File: src/rtl/keypad_pkg.sv
// Shared types and constants for the 4x4 keypad scanner.
// Key map is indexed [row][col].
package keypad_pkg;

  typedef enum logic [1:0] {
    SCAN,
    DEBOUNCE,
    HELD,
    RELEASE
  } state_t;

  localparam logic [3:0] COLS_RST = 4'b1110;

  // Row3 .. Row0, each row listed col3 .. col0
  localparam logic [3:0][3:0][3:0] KEY_MAP = {
    {4'hD, 4'hF, 4'h0, 4'hE},
    {4'hC, 4'h9, 4'h8, 4'h7},
    {4'hB, 4'h6, 4'h5, 4'h4},
    {4'hA, 4'h3, 4'h2, 4'h1}
  };

  function automatic logic [3:0] key_lookup(
    input logic [1:0] row,
    input logic [1:0] col
  );
    return KEY_MAP[row][col];
  endfunction

  function automatic logic [1:0] col_index(
    input logic [3:0] c
  );
    logic [1:0] idx;
    idx = 2'd0;
    unique case (1'b1)
      !c[0]:   idx = 2'd0;
      !c[1]:   idx = 2'd1;
      !c[2]:   idx = 2'd2;
      !c[3]:   idx = 2'd3;
      default: idx = 2'd0;
    endcase
    return idx;
  endfunction

endpackage

File: src/rtl/sync_2ff.sv
// Two-flop synchronizer for asynchronous inputs.
// Both stages clear on reset.
module sync_2ff #(
  parameter int WIDTH = 1
) (
  input  logic             clk,
  input  logic             reset,
  input  logic [WIDTH-1:0] d,
  output logic [WIDTH-1:0] q
);

  logic [WIDTH-1:0] meta;

  always_ff @(posedge clk or negedge reset) begin
    if (!reset) begin
      meta <= '0;
      q    <= '0;
    end else begin
      meta <= d;
      q    <= meta;
    end
  end

endmodule

File: src/rtl/keypad_scanner.sv
// 4x4 matrix keypad scanner with tick-based debounce
// and a two-digit history for the display driver.
module keypad_scanner
  import keypad_pkg::*;
#(
  parameter int SCAN_DIV       = 24000,
  parameter int DEBOUNCE_TICKS = 20
) (
  input  logic       clk,
  input  logic       reset,
  input  logic [3:0] rows,
  output logic [3:0] cols,
  output logic       key_valid,
  output logic [3:0] key_code,
  output logic [3:0] digit_new,
  output logic [3:0] digit_old
);

  localparam int DW = (SCAN_DIV > 1) ? $clog2(SCAN_DIV) : 1;
  localparam int CW = $clog2(DEBOUNCE_TICKS + 1);
  localparam logic [DW-1:0] DIV_LAST = DW'(SCAN_DIV - 1);
  localparam logic [CW-1:0] CNT_MAX  = '1;
  localparam logic [CW-1:0] CNT_DONE = CW'(DEBOUNCE_TICKS);

  logic [3:0]    rows_s;
  logic [DW-1:0] div;
  logic          tick;

  state_t        state, state_n;
  logic [3:0]    cols_n;
  logic [1:0]    row_idx, row_n;
  logic [1:0]    col_idx, col_n;
  logic [CW-1:0] cnt, cnt_n, cnt_inc;
  logic          kv_n;
  logic [3:0]    code_n, dnew_n, dold_n;
  logic [3:0]    code;
  logic          row_low;
  logic          any_low;
  logic [1:0]    low_idx;

  sync_2ff #(
    .WIDTH(4)
  ) u_sync (
    .clk  (clk),
    .reset(reset),
    .d    (rows),
    .q    (rows_s)
  );

  always_ff @(posedge clk or negedge reset) begin
    if (!reset) begin
      div <= '0;
    end else if (div == DIV_LAST) begin
      div <= '0;
    end else begin
      div <= div + 1'b1;
    end
  end

  assign tick = (div == DIV_LAST);

  always_comb begin
    low_idx = 2'd0;
    for (int i = 3; i >= 0; i--) begin
      if (!rows_s[i]) low_idx = 2'(i);
    end
  end

  assign any_low = ~&rows_s;
  assign row_low = ~rows_s[row_idx];
  assign cnt_inc = (cnt == CNT_MAX) ? cnt : cnt + 1'b1;
  assign code    = key_lookup(row_idx, col_idx);

  always_comb begin
    state_n = state;
    cols_n  = cols;
    row_n   = row_idx;
    col_n   = col_idx;
    cnt_n   = cnt;
    kv_n    = 1'b0;
    code_n  = key_code;
    dnew_n  = digit_new;
    dold_n  = digit_old;
    unique case (state)
      SCAN: begin
        if (tick) begin
          if (any_low) begin
            row_n   = low_idx;
            col_n   = col_index(cols);
            cnt_n   = '0;
            state_n = DEBOUNCE;
          end else begin
            cols_n = {cols[2:0], cols[3]};
          end
        end
      end
      DEBOUNCE: begin
        if (tick) begin
          if (row_low) begin
            cnt_n = cnt_inc;
            if (cnt_inc >= CNT_DONE) begin
              kv_n    = 1'b1;
              code_n  = code;
              dold_n  = digit_new;
              dnew_n  = code;
              state_n = HELD;
            end
          end else begin
            state_n = SCAN;
          end
        end
      end
      HELD: begin
        if (tick && !row_low) begin
          cnt_n   = '0;
          state_n = RELEASE;
        end
      end
      RELEASE: begin
        if (tick) begin
          if (row_low) begin
            cnt_n   = '0;
            state_n = HELD;
          end else begin
            cnt_n = cnt_inc;
            if (cnt_inc >= CNT_DONE) state_n = SCAN;
          end
        end
      end
      default: state_n = SCAN;
    endcase
  end

  always_ff @(posedge clk or negedge reset) begin
    if (!reset) begin
      state     <= SCAN;
      cols      <= COLS_RST;
      row_idx   <= 2'd0;
      col_idx   <= 2'd0;
      cnt       <= '0;
      key_valid <= 1'b0;
      key_code  <= 4'h0;
      digit_new <= 4'h0;
      digit_old <= 4'h0;
    end else begin
      state     <= state_n;
      cols      <= cols_n;
      row_idx   <= row_n;
      col_idx   <= col_n;
      cnt       <= cnt_n;
      key_valid <= kv_n;
      key_code  <= code_n;
      digit_new <= dnew_n;
      digit_old <= dold_n;
    end
  end

endmodule
File: config.mk
export PLATFORM = sky130hd
export DESIGN_NAME = keypad_scanner
export DESIGN_NICKNAME = d
export VERILOG_FILES = /design/src/rtl/keypad_pkg.sv /design/src/rtl/sync_2ff.sv /design/src/rtl/keypad_scanner.sv
export SDC_FILE = /design/constraint.sdc
export NUM_CORES = 1
export LEC_CHECK = 0
export ABC_AREA = 1
export CORE_MARGIN = 5
export CORE_UTILIZATION = 30
export CTS_BUF_LIST = sky130_fd_sc_hd__clkbuf_16
export CTS_CLUSTER_DIAMETER = 80
export CTS_CLUSTER_SIZE = 40
export DETAILED_ROUTE_END_ITERATION = 7
export SYNTH_ARGS = -nofsm -noshare
export SYNTH_HDL_FRONTEND = slang
export SYNTH_SLANG_ARGS = --single-unit
export TNS_END_PERCENT = 50
File: constraint.sdc
create_clock -name clk -period 2.05 [get_ports clk]
set_input_delay 0.41 -clock clk [delete_from_list [all_inputs] [get_ports clk]]
set_output_delay 0.41 -clock clk [all_outputs]
set_load 0.01 [all_outputs]
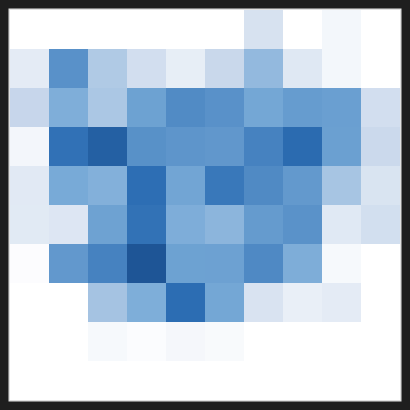
**Above:** run 1 (placement density heat map).
Drawn at 4 px/um. 10 x 10 tiles, from white (low) to dark blue (high), 0 to 100% covered.
The emptiest ninth of the die: south-east. The mean over all tiles is 28%. 5.0% of the tiles are over 75% full. The fullest tile reaches 85%. 31% of the tiles are nearly empty. The densest ninth of the die: centre.
Final Core Density: 37.3%
fraction of the core area occupied by cells at floorplan: 30.2%
core box area: 7610 um^2

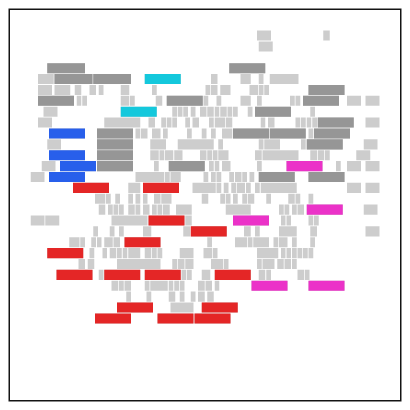
**Above:** run 1 (sequential cells coloured by netlist name).
Drawn at 4 px/um.
Blue marks u_sync.meta, flops 4, where west. Cyan marks col_idx, flops 2. Magenta marks cnt, flops 5, where east. Red marks div, flops 15.
flip-flop and latch power: 0.000940 W
storage element area: 1180 um^2
proportion of cell area occupied by registers: 41.6%

==> run notes, run 1 <==
Flow results.

- For this run, the script counts the antenna cells in the layout as 0.
- Leaving out fill and tap cells, the most frequent cells in the layout are sky130_fd_sc_hd__nand2_1 (58), sky130_fd_sc_hd__dfrtp_1 (44), sky130_fd_sc_hd__nor2_1 (36).
- The wire length on met2 is 1880 um.
- Clock tree synthesis inserted a total of 5 buffers.
- Once iteration 0 of detailed routing completed, the report listed 55 DRC markers.
- The relative slew slack is 67.0%.
- The H-tree generated during clock tree synthesis spans 2 levels.
- STA reports a reg2reg setup slack of 250 ps.
- The die area is 9510 um^2.
- The largest fanout on the critical path is 5.
- The final RePlAce weighted congestion is 0.765.
- In this run, placement finished with an instance count of 391.
- Per the placement log, port buffering inserted 22 buffers.
- The run finished with clean final reports.
- The data arrival at the endpoint of the critical path is 1400 ps.
- The number of flops mapped to enable cells by yosys is 0.
- In this run the core area contains 32 standard-cell rows.
- Synthesis handed over a netlist of 269 instances.
- Total power normalized to cell area comes to 670 nW/um^2.
- The I/O pin count is 23.
- The total global routing track utilization is 9.75%.
- The detailed router placed 1794 vias in this run.
- Yosys reported that registers with async set or reset make up 100%.
- The synthesized area per cell is 8.54 um^2.
- The fraction of the mapped netlist area in compound gates is 10.5%.
- The source-to-sink clock delay at the later pin of the worst-skew pair is 280 ps.
- Ranked by total cell area, the synthesized netlist is headed by sky130_fd_sc_hd__dfrtp_1 (48%), sky130_fd_sc_hd__nand2_1 (9.5%), sky130_fd_sc_hd__nor2_1 (5.9%).
- The count of maximum capacitance violations is 0.
- Per STA, the worst path is made up of clkdlybuf4s50_1.
- The static leakage is 1.32 nW.
- Counting instances in the post-synthesis netlist gives the leading cell types as sky130_fd_sc_hd__nand2_1 (58), sky130_fd_sc_hd__dfrtp_1 (44), sky130_fd_sc_hd__nor2_1 (36), sky130_fd_sc_hd__inv_1 (35), sky130_fd_sc_hd__o21ai_0 (14).
- Warnings raised by the tools during the run amount to 26.
- The total buffers and inverters traversed by the critical path is 1.
- The highest routing layer actually used is met4.
- The actual slew at the worst max-slew pin is 496 ps.
- Setup repair after global routing left no endpoint under its margin.
- After global routing the overflow that remains totals 0.
- The share of Yosys cell area claimed by the top area cell type is 47.9%.
- The CTS tree is built.
- The critical path in this run is classified as register to output pin.
- The post-route met1 wirelength is 2220 um.
- The layout summary lists the proportion of cells stronger than drive strength 1 as 12.3%.
- For this run, the number of standard cells in the final layout without fillers is 402.
- Yosys reports a chip area of 2300 um^2.
- Entering global routing, the biggest net connects 28 pins.
- Counting I/O delays and the setup requirement, the final critical path takes 1810 ps.
- Setup slack closes at 239 ps.
- The biggest area contributor in the post-synthesis netlist is sky130_fd_sc_hd__dfrtp_1.
- The worst setup path is captured at an output pin.
- The routed design shows a via density per instance of 4.46.
- The minimum setup slack after placement is 166 ps.
- The logic depth of the worst path, buffers included is 1.
- Of the synthesized area, sequential elements account for 51.4%.
- The routed wire length per instance is 10.8 um.
- The critical path launch point type is a register.
- The class of the most critical hold timing path is input pin to async pin.
- The distinct cell type count of the synthesized netlist is 36.
- The synthesis log from Yosys contains 0 warnings.
- The predominant post-synthesis flop cell is sky130_fd_sc_hd__dfrtp_1.
- The number of buffers between clock root and the deepest sink is 2.
- Among all cell types in the netlist, the one instantiated most often is sky130_fd_sc_hd__nand2_1.
- Per the synthesis report, the XOR/XNOR share of the synthesized area is 1.14%.
- The detailed-route wire length is 4320 um.
- The synthesized cell area is 2300 um^2.
- The count of pins over their slew limit is 0.
- The synthesized-area fraction occupied by and/or/nand/nor cells is 26.3%.
- The count of instantiated cells in the yosys netlist is 269.
- The number of detailed-route iterations in the first pass is 4.
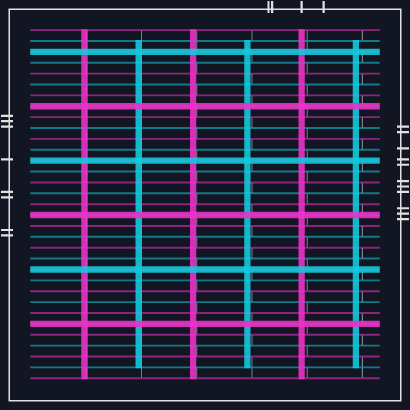
**Above:** run 1 (floorplan with the power grid).
Drawn at 4 px/um. Pins as bars on the die edge. Tap cells in grey.
Cyan marks VDD. Magenta marks VSS.
102 tap cells. 6 straps on met4. 33 met1 rails follow the rows. 23 signal pins sit on the boundary. The core has 32 rows.
height of the die: 97.5 um
horizontal extent of the die: 97.5 um
Max rail drop VDD: 0.345 mV

## run 1: sequential cells by signal, summed over array words and instances (netlist names), named ones only
register / flops
state: 1
u_sync.q: 4
digit_new: 4
cols: 4
div: 15
cnt: 5
key_valid: 1
row_idx: 2
col_idx: 2
digit_old: 4
u_sync.meta: 4
## run 1: cell type report
type | instances | area, um^2 | area share, %
sequential | 47 | 1180 | 41.6
multi-input combinational | 178 | 931 | 32.8
timing repair buffer | 29 | 284 | 10.0
inverter | 38 | 143 | 5.03
tap | 102 | 128 | 4.50
clock buffer | 5 | 125 | 4.42
clock inverter | 3 | 43.8 | 1.55
## run 1: kinds of logic (layout without fill, tap and decap cells)
group / Yosys count / in the layout
compound gates: 42 / 42
xor+xnor: 3 / 3
fa+ha+maj: 2 / 2
buf+inv: 44 / 75
flops: 47 / 47
mux: 3 / 3
simple gates: 128 / 128
## run 1: where the power goes
| part | internal (W) | switching (W) | total [W] |
|---|---|---|---|
| Combinational | 0.0000148 | 0.0000267 | 0.0000416 |
| Clock | 0.000575 | 0.000343 | 0.000918 |
| Sequential | 0.000936 | 0.00000434 | 0.000940 |
## run 1: metrics by stage
step | power (W) | hold slack, ps | area, um^2
6_report | 0.00190 | 86.7 | 2830
3_3_place_gp | 0.00100 | 339 | 2640
3_5_place_dp | 0.00100 | 339 | 2640
2_1_floorplan | 0.000966 | 114 | 2300
5_1_grt | 0.00197 | 124 | 2830
4_1_cts | 0.00193 | 113 | 2810
## run 1: layer usage
layer,vias up,GRT usage [%]
met5,-,0
met4,0,3.19
met3,5,2.51
met2,28,14.8
met1,839,13.6
li1,922,-
## run 1: timing repair
item	in CTS	in global routing
setup endpoints to repair	0	6
buffers inserted	0	3
resized	0	2
**Run 1: wiring by layer**

Drawn at 4 px/um.
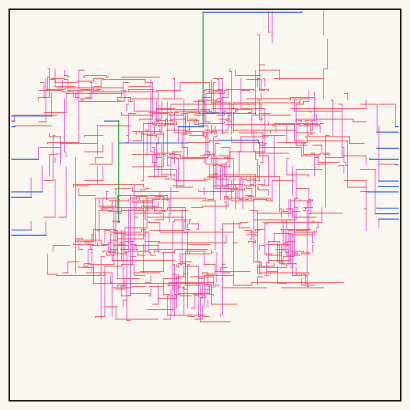

==> run 2, diff against run 1 <==
CELL_PAD_IN_SITES_DETAIL_PLACEMENT = 0   (was default)
CELL_PAD_IN_SITES_GLOBAL_PLACEMENT = 2   (was default)
PLACE_DENSITY_LB_ADDON = 0.1   (was default)
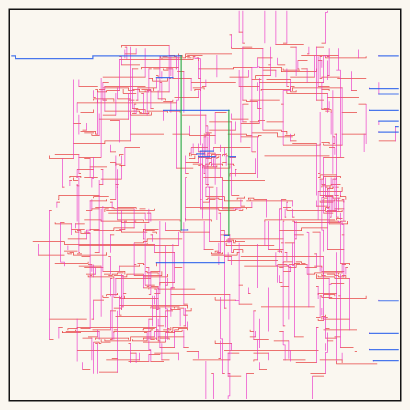
**Above:** run 2 (wiring by layer).
Drawn at 4 px/um.
Blue marks M3, wire length 154 um. Green marks M4, wire length 74.8 um. Red marks M1, wire length 2120 um. Magenta marks M2, wire length 2190 um.
total via count in the routed design: 1765
mean routed wirelength per cell: 11.4 um

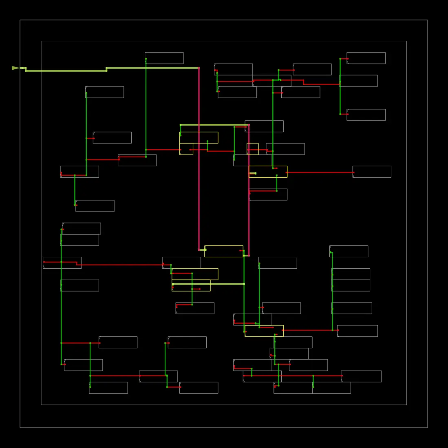
**Above:** run 2 (the clock network).
TritonCTS Buffers: 5
count of flip-flops and latches: 47
clk sinks: 47
reported clock group power: 0.000929 W
latest clock arrival within the worst-skew pair: 290 ps

==> run notes, run 2 <==
Flow results.

- Wire segments on met2 add up to 2190 um in the final route.
- The library cells used most frequently in the layout, excluding fill and tap cells, are sky130_fd_sc_hd__nand2_1 (58), sky130_fd_sc_hd__dfrtp_1 (44), sky130_fd_sc_hd__nor2_1 (36).
- The power report lists cell-internal power as 0.00153 W.
- The stat command in Yosys gives a chip area of 2300 um^2.
- The flow ran to the end, and the final reports show no timing, DRC or antenna violations.
- The overall power of the completed layout is 0.00191 W.
- The post-CTS setup buffer count is 0.
- Summed over all nets, the switching power comes to 0.000382 W.
- In this run the standard cell core region covers 7610 um^2.
- The flow reports power dissipated in sequential cells as 0.000940 W.
- The distinct cell type count of the synthesized netlist is 36.
- The H-tree was split into 2 levels.
- Along the worst path, the maximum fanout reaches 11.
- The detailed-route wire length is 4540 um.
- The horizontal die size is 97.5 um.
- After floorplanning, the die was sized to cover 9510 um^2.
- div holds more flip-flops than any other register.
- The proportion of synthesized flip-flops having asynchronous set or reset is 100%.
- Across all checked pins, the minimum headroom to the slew limit is 69.4%.
- The final max-slew violation count recorded for this run is 0.
- The logic gate fraction of the total cell area is 33.2%.
- The flow inserted 102 tap cells.
- Looking at the power breakdown, sequential logic takes 49.2% of the total.
- The worst setup path is launched from a register.
- Synthesis produced 269 cells.
- Per the GRT congestion report, total overflow comes to 0.
- The sequential element share of the synthesized area is 51.4%.
- The most numerous cell in the Yosys netlist is sky130_fd_sc_hd__nand2_1.
- The dominant power group is sequential cells.
- Per the layout area report, the register area comes to 1180 um^2.
- Entering global routing, the biggest net connects 30 pins.
- Of the post-synthesis cell area, the dominant cell type holds 47.9%.
- The setup slack of the most critical reg-to-reg path is 220 ps.
- The actual slew at the worst max-slew pin is 459 ps.
- The layout clock buffer count is 5.
- The predominant post-synthesis flop cell is sky130_fd_sc_hd__dfrtp_1.
- The number of rows in the core area is 32.
- The critical path crosses 10 cells after its start point.
- Counting the warning lines in the Yosys log gives 0.
- The post-route netlist has 10.8% of its cells at a drive strength greater than 1.
[run 2: cell count changes in the layout (fill, tap and decap cells not counted)]
cell                         change
sky130_fd_sc_hd__ha_2            -1
sky130_fd_sc_hd__inv_6           +1
sky130_fd_sc_hd__buf_6           -1
sky130_fd_sc_hd__ha_1            +1
sky130_fd_sc_hd__clkinv_4        -1
sky130_fd_sc_hd__clkinvlp_4      +1
sky130_fd_sc_hd__clkinv_2        -1
sky130_fd_sc_hd__buf_4           -3
[run 2: stage by stage]
| stage | setup WS (ps) | hold slack (ps) | cells | util (%) |
|---|---|---|---|---|
| after detailed placement | 211 | 337 | 390 | 34.6 |
| final | 223 | 71.5 | 398 | 36.8 |
| after floorplan | 493 | 114 | 269 | - |
| after global routing | 50.8 | 99.3 | 398 | 36.8 |
| after CTS | 187 | 84.2 | 398 | 36.8 |
| after global placement | 253 | 339 | 390 | 34.6 |
[run 2: per-layer routing]
layer  up-vias  global-route usage, %
li1        926                      -
met1       809                   13.1
met2        25                   17.0
met3         5                   2.15
met4         0                   4.15
met5         -                      0
[run 2: cell families (layout without fill, tap and decap cells)]
kind of cell,after synthesis,count (layout),synth area share (%)
flip-flops,47,47,51.4
AND/OR/NAND/NOR,128,128,26.3
buffers and inverters,44,71,8.22
AND-OR/OR-AND,42,42,10.5
XOR/XNOR,3,3,1.14
multiplexers,3,3,1.47
adder cells (fa/ha/maj),2,2,1.09
[run 2: worst min path at each step]
stage / start / to / slack, ps / depth (start not counted)
6_report: reset / col_idx[0] / 70 / 1
5_1_grt: reset / col_idx[0] / 100 / 1
4_1_cts: reset / col_idx[0] / 80 / 1
3_5_place_dp: u_sync.meta[3] / u_sync.q[3] / 340 / 0
3_3_place_gp: u_sync.meta[1] / u_sync.q[1] / 340 / 0
2_1_floorplan: reset / async pin / 110 / 0
==> run 3, diff against run 2 <==
ABC_CLOCK_PERIOD_IN_PS = 2050   (was default)
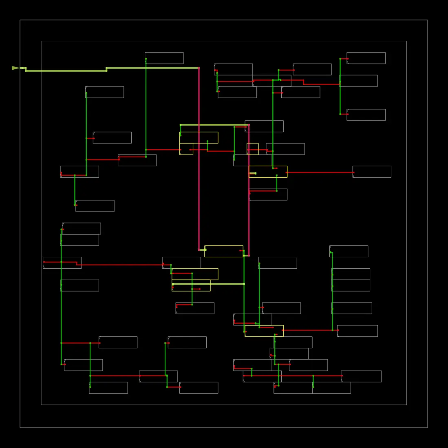
**Above:** run 3 (the clock network).
number of clock buffers in the layout: 5
largest clock skew in the final design: 6.44 ps

==> run notes, run 3 <==
Flow results.

- In this run the VDD rail shows a maximum IR drop of 0.435 mV.
- According to the floorplan log, the row count is 32.
- The final report lists a non-filler cell total of 398.
- The power per cell area is 683 nW/um^2.
- Final hold analysis gives a worst-case slack of 71.5 ps.
- After layout, the minimum clock period comes to 1830 ps.
- After synthesis, the cell types taking the most area are sky130_fd_sc_hd__dfrtp_1 (48%), sky130_fd_sc_hd__nand2_1 (9.5%), sky130_fd_sc_hd__nor2_1 (5.9%).
- The antenna cell count is 0.
- The residual overflow from global routing is 0.
- The OpenROAD warning count is 26.
- The clock passes through at most 2 buffers.
- The worst path setup slack after routing is 223 ps.
- The source-to-sink clock delay at the later pin of the worst-skew pair is 290 ps.
- The register with the most flip-flops in the layout has 15 of them.
- The number of warnings printed during yosys synthesis is 0.
- The category of the worst setup path capture point is a register.
- Per the run summary, max-cap violations total 0.
- Ranking logic cells in the layout by count gives the top entries sky130_fd_sc_hd__nand2_1 (58), sky130_fd_sc_hd__dfrtp_1 (44), sky130_fd_sc_hd__nor2_1 (36).
- Global routing consumed, over all layers together, 10.3% of the routing resources.
- Summing the sequential cell areas from Yosys gives 51.4% of the chip area.
- Counting both buffers and inverters, the worst setup path holds a total of 2.
- The post-CTS setup buffer count is 0.
- The finished cells cover 2800 um^2.
- Yosys reported that registers with async set or reset make up 100%.
- The die height is 97.5 um.
- The count of mapped cells out of synthesis is 269.
- Looking at the max-slew report, the worst-margin pin has a slew of 459 ps.
- In this run the standard cell core region covers 7610 um^2.
- The predominant post-synthesis flop cell is sky130_fd_sc_hd__dfrtp_1.
- The floorplan utilization is 30.2%.
- In this run the mean area of a mapped cell was 8.54 um^2.
- The kind of critical path is register to register.
- The share of synthesized area in the top cell type comes to 47.9%.
- The via count is 1765.
- The post-placement cell area is 2630 um^2.
- The biggest area contributor in the post-synthesis netlist is sky130_fd_sc_hd__dfrtp_1.
- The data arrival at the endpoint of the critical path is 2010 ps.
- Counting pins that exceed their max-slew limit in the final report gives 0.
- The worst setup path is launched from a register.
- div holds more flip-flops than any other register.
- sky130_fd_sc_hd__nand2_1 is the most common cell in the netlist.
- After synthesis the cells add up to 2300 um^2.
- The switching power of the nets is 0.000382 W.
- The count of buffers from port buffering is 22.
- The internal power is 0.00153 W.
- For this run, the detailed router's first-pass iteration total came to 4.
- The clock drives 47 sinks.
- The flow ran to the end, and the final reports show no timing, DRC or antenna violations.
- The maximum level of the CTS H-tree is 2.
- TritonCTS built the clock tree.
- The total of cells resized after clock tree synthesis is 0.
- The I/O pin count is 23.
- The minimum setup slack after placement is 211 ps.
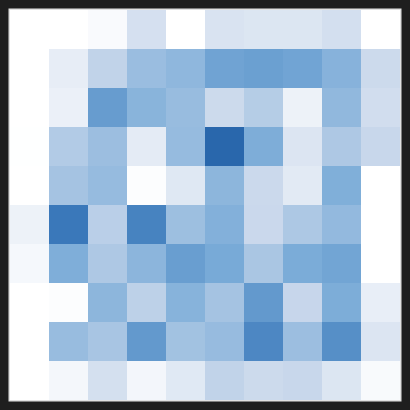
**Above:** run 3 (placement density heat map).
Drawn at 4 px/um. 10 x 10 tiles, from white (low) to dark blue (high), 0 to 100% covered.
16% of the tiles are nearly empty. The mean over all tiles is 28%. The fullest tile reaches 78%. 1.0% of the tiles are over 75% full. The emptiest ninth of the die: north-west.
Final Core Density: 36.8%

run 3: cell counts in the layout (fill, tap and decap cells not counted):
Identical to the previous run, type by type.
run 3: power groups by stage:
stage,registers (W),clock network (W),logic (W)
after floorplan,0.000956,0,0.00000952
after global placement,0.000958,0,0.0000452
after detailed placement,0.000957,0,0.0000448
after CTS,0.000940,0.000974,0.0000450
after global routing,0.000940,0.00100,0.0000504
final,0.000940,0.000929,0.0000420
run 3: layer usage:
metal  up-vias  global-route usage, %  share of wire [%]
met5         -                      0                  0
met2        25                   17.0                 48
met3         5                   2.15                3.4
li1        926                      -                  -
met4         0                   4.15                1.6
met1       809                   13.1                 47
run 3: logic make-up (layout without fill, tap and decap cells):
logic type	after synthesis	after routing	share of synthesized area [%]
flip-flops	47	47	51.4
AND/OR/NAND/NOR	128	128	26.3
multiplexers	3	3	1.47
AND-OR/OR-AND	42	42	10.5
buffers and inverters	44	71	8.22
XOR/XNOR	3	3	1.14
adder cells (fa/ha/maj)	2	2	1.09
run 3: area by class of cell:
cell class | count | area (um^2) | share of cell area (%)
flip-flops and latches | 47 | 1180 | 42.1
multi-input cells | 178 | 928 | 33.2
repair buffers | 25 | 250 | 8.94
inverters | 38 | 143 | 5.09
well taps | 102 | 128 | 4.56
clock buffers | 5 | 125 | 4.47
clock inverters | 3 | 46.3 | 1.65
run 3: path summary, 6_finish.rpt:
check                                    start  slack [ps]      endpoint
worst max register to register          cnt[0]         220  digit_new[3]
min in group clk                u_sync.meta[3]         350   u_sync.q[3]
max in group asynchronous                reset        1410       cols[1]
worst max-delay path                    cnt[0]         220  digit_new[3]
worst min register to register  u_sync.meta[3]         350   u_sync.q[3]
worst min-delay path                     reset          70    col_idx[0]
Power is estimated from default activity; no workload was simulated.
